### Wiring heat map, run 1

The die is cut into 11 by 11 equal tiles; dark blue is low, red is high, scaled to the fullest tile. Values are wire area over tile area, all layers added.
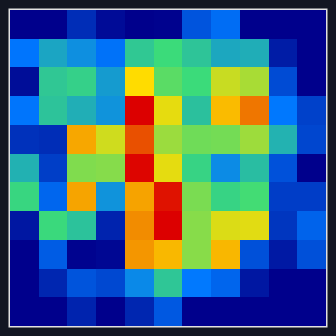
### Clock wires, drivers and flops, run 1

Bar = 20 µm.
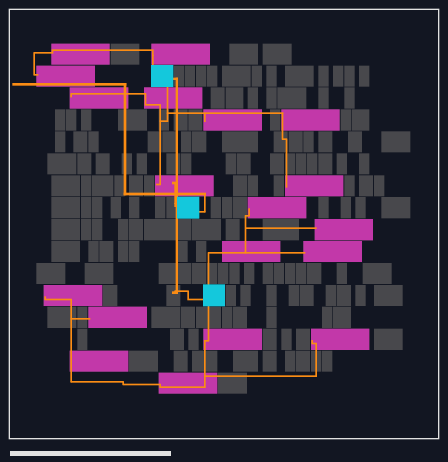
### Where the registers sit, run 1

Other sequential cells in the stronger grey, the rest of the logic in the fainter grey.
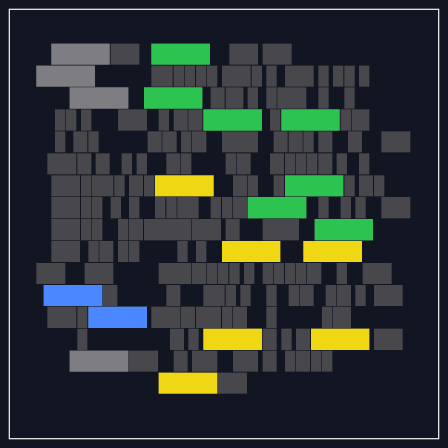
### Clock nets, run 1

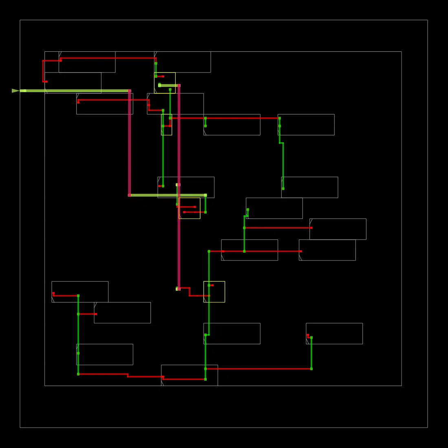
==> config.mk <==
export PLATFORM = sky130hd
export DESIGN_NAME = stopwatch_ctrl
export DESIGN_NICKNAME = d
export VERILOG_FILES = /design/src/rtl/stopwatch_ctrl.sv
export SDC_FILE = /design/constraint.sdc
export NUM_CORES = 1
export LEC_CHECK = 0
export ABC_AREA = 1
export CORE_MARGIN = 3
export CORE_UTILIZATION = 45
export DETAILED_ROUTE_END_ITERATION = 10
export MAX_ROUTING_LAYER = met4
export PLACE_DENSITY_LB_ADDON = 0.15
export SYNTH_ARGS = -nofsm -noshare
export SYNTH_HDL_FRONTEND = slang
export SYNTH_SLANG_ARGS = --single-unit
==> constraint.sdc <==
create_clock -name clk -period 2.35 [get_ports clk]
set_clock_uncertainty 0.15 [all_clocks]
set_input_delay 0.47 -clock clk [delete_from_list [all_inputs] [get_ports clk]]
set_output_delay 0.47 -clock clk [all_outputs]
set_load 0.005 [all_outputs]
==> flow_summary.html <==
<h3>Run summary</h3>
<table>
<tr><th>Metric</th><th>Value</th></tr>
<tr><th colspan="2">Worst setup path</th></tr>
<tr><td>Signal arrival time at the worst endpoint</td><td>1.32 ns</td></tr>
<tr><td>Flop-to-flop setup slack</td><td>0.67 ns</td></tr>
<tr><td>Total buffers and inverters traversed by the critical path</td><td>1</td></tr>
<tr><td>Startpoint type of the worst setup path</td><td>flop</td></tr>
<tr><td>Depth of the worst register-to-register path</td><td>9</td></tr>
<tr><th colspan="2">Final layout</th></tr>
<tr><td>Final-layout fill cell count</td><td>192</td></tr>
<tr><td>Top Layout Cells</td><td>37 x sky130_fd_sc_hd__nand2_1, 23 x sky130_fd_sc_hd__inv_1, 23 x sky130_fd_sc_hd__clkdlybuf4s50_1, 21 x sky130_fd_sc_hd__nor2_1, 19 x sky130_fd_sc_hd__dfxtp_1</td></tr>
<tr><td>Largest register FFs</td><td>7</td></tr>
<tr><td>Finished Cell Area</td><td>1287 µm²</td></tr>
<tr><td>Layout Nets</td><td>190</td></tr>
<tr><th colspan="2">Synth</th></tr>
<tr><td>Top non-seq family</td><td>simple AND/OR/NAND/NOR gates</td></tr>
<tr><td>Synth Area in Simple Gates</td><td>34.63%</td></tr>
<tr><td>Warning count from the yosys run</td><td>0</td></tr>
<tr><td>Mux area share</td><td>0%</td></tr>
<tr><td>Cell variety after synth</td><td>18</td></tr>
<tr><td>Number of nets produced by synthesis</td><td>162</td></tr>
<tr><td>Synthesized instance count</td><td>152</td></tr>
<tr><td>Register share after synthesis</td><td>38.14%</td></tr>
<tr><td>Adder-cell area share of the yosys netlist</td><td>2.509%</td></tr>
<tr><td>Yosys cell count</td><td>152</td></tr>
<tr><th colspan="2">Floorplanning</th></tr>
<tr><td>DIE WIDTH</td><td>53.08 µm</td></tr>
<tr><td>Core outline area</td><td>2022 µm²</td></tr>
<tr><td>Die span in y</td><td>53.08 µm</td></tr>
<tr><td>Cell Rows</td><td>16</td></tr>
<tr><td>Die area</td><td>2817 µm²</td></tr>
<tr><th colspan="2">Clock tree</th></tr>
<tr><td>Buffer count from post-CTS setup fixing</td><td>0</td></tr>
<tr><td>Clock tree from TritonCTS</td><td>yes</td></tr>
<tr><td>Maximum root-to-sink buffer count</td><td>2</td></tr>
<tr><td>CTS root buffer</td><td>sky130_fd_sc_hd__clkbuf_4</td></tr>
<tr><th colspan="2">Timing</th></tr>
<tr><td>Sum of negative setup slack</td><td>0 ns</td></tr>
<tr><td>Clock period minus final worst setup slack</td><td>1.938 ns</td></tr>
<tr><td>Portion of the clock cycle consumed by the worst path in the final layout</td><td>82.47%</td></tr>
<tr><td>Final slew viol count</td><td>0</td></tr>
<tr><td>Number of hold-slack violations in the final timing report</td><td>0</td></tr>
<tr><th colspan="2">Drt</th></tr>
<tr><td>Remaining number of nets flagged by the antenna check after routing</td><td>0</td></tr>
<tr><td>DRT Pass-1 Iters</td><td>4</td></tr>
<tr><td>Post-detailed-route wirelength per cell</td><td>10.76 µm</td></tr>
<tr><th colspan="2">Placement</th></tr>
<tr><td>I/O Buffers</td><td>23</td></tr>
<tr><td>DP Area</td><td>1261 µm²</td></tr>
<tr><th colspan="2">Outcome</th></tr>
<tr><td>Run status</td><td>completed</td></tr>
<tr><th colspan="2">Min path</th></tr>
<tr><td>Min-Delay Path Class</td><td>flop to flop</td></tr>
<tr><td>Worst hold path cell count</td><td>2</td></tr>
<tr><th colspan="2">Global routing</th></tr>
<tr><td>Pin count of the biggest net entering global routing</td><td>11</td></tr>
<tr><td>Wire length of the first global-routing pass</td><td>3712 µm</td></tr>
<tr><td>Grt ovf</td><td>0</td></tr>
<tr><th colspan="2">Power and ir drop</th></tr>
<tr><td>Maximum vdd drop</td><td>0.4041 mV</td></tr>
</table>
Notes on 'Wiring heat map' above:
emptiest ninth of the die = lower left
densest ninth of the die = centre
fullest tile = 0.37
tiles over half the peak = 27%
mean over tiles = 0.13
nearly empty tiles = 20%
detailed-route via count: 1,011
post-detailed-routing wire length: 2217 µm

Notes on 'Clock wires, drivers and flops' above:
cyan -> cells driving clock nets  # count 3
magenta -> flip-flops  # count 19
orange -> clock wires  # length 254 µm
routed clock nets = 4
insertion delay at the late pin of the worst-skew pair: 0.30 ns
Clock net power: 0.169 mW

Notes on 'Where the registers sit' above:
green -> minutes  # flops 7
yellow -> seconds  # flops 6
blue -> state_q  # flops 2
not coloured = 4
Seq. pwr: 0.336 mW
final design utilization: 63.68%
Reg area: 380.4 µm²
sequential fraction of total cell area: 29.54%

Notes on 'Clock nets' above:
final-layout clock buffer total: 4
count of sequential standard cells: 19
total clock buffers created by CTS: 3
number of sinks driven by the clock tree: 19

[run 1: cells in the mapped netlist (all sizes together)]
cell    count  share of area, %
o211a       1               1.0
xor2        2               1.8
a21oi      16               9.2
nor3        1              0.50
xnor2       1              0.88
clkinv      1              0.38
dfxtp      19                38
o21ai       5               2.5
nand4       3               1.9
nand2      37                14
ha          2               2.5
inv        24               9.0
nand3b      1              0.75
nand3      17               8.5
nor2       22               9.0
[run 1: report_power, final]
part	internal (mW)	switching, mW	leakage (nW)	total, mW
Sequential	0.328	0.00726	0.154	0.336
Combinational	0.0326	0.0404	0.375	0.0730
Clock	0.0663	0.102	0.0150	0.169
Total	0.427	0.150	0.544	0.577
[run 1: area by class of cell]
type	instances	share of cell area [%]
Multi-Input combinational cell	108	40.62
Clock buffer	4	2.041
Inverter	25	7.289
Sequential cell	19	29.54
Tap cell	27	2.624
Timing Repair Buffer	23	17.88
[run 1: stage by stage]
step | power [mW] | instances | setup WS, ns | util, %
5_1_grt | 0.5968 | 206 | 0.3494 | 63.68
6_report | 0.5772 | 206 | 0.4121 | 63.68
3_3_place_gp | 0.4144 | 202 | 0.3635 | 62.38
4_1_cts | 0.5789 | 206 | 0.4064 | 63.68
3_5_place_dp | 0.4160 | 202 | 0.3198 | 62.38
2_1_floorplan | 0.3837 | 152 | 0.9176 | -
[run 1: cells by family after synthesis]
family / count (synthesis)
adders and majority gates: 2
and+or+nand+nor: 81
buffers and inverters: 25
DFF: 19
AOI/OAI and AO/OA: 22
xor gates and xnor gates: 3
[run 1: routing by layer]
layer  share of wire [%]  GRT usage [%]  vias to the layer above
met4                 1.8          7.660                        0
met3                 3.8          3.380                        5
met5                   0              -                        -
met1                  46          22.77                      446
met2                  48          29.75                       23
li1                    -              -                      537
Power is estimated from default activity; no workload was simulated.
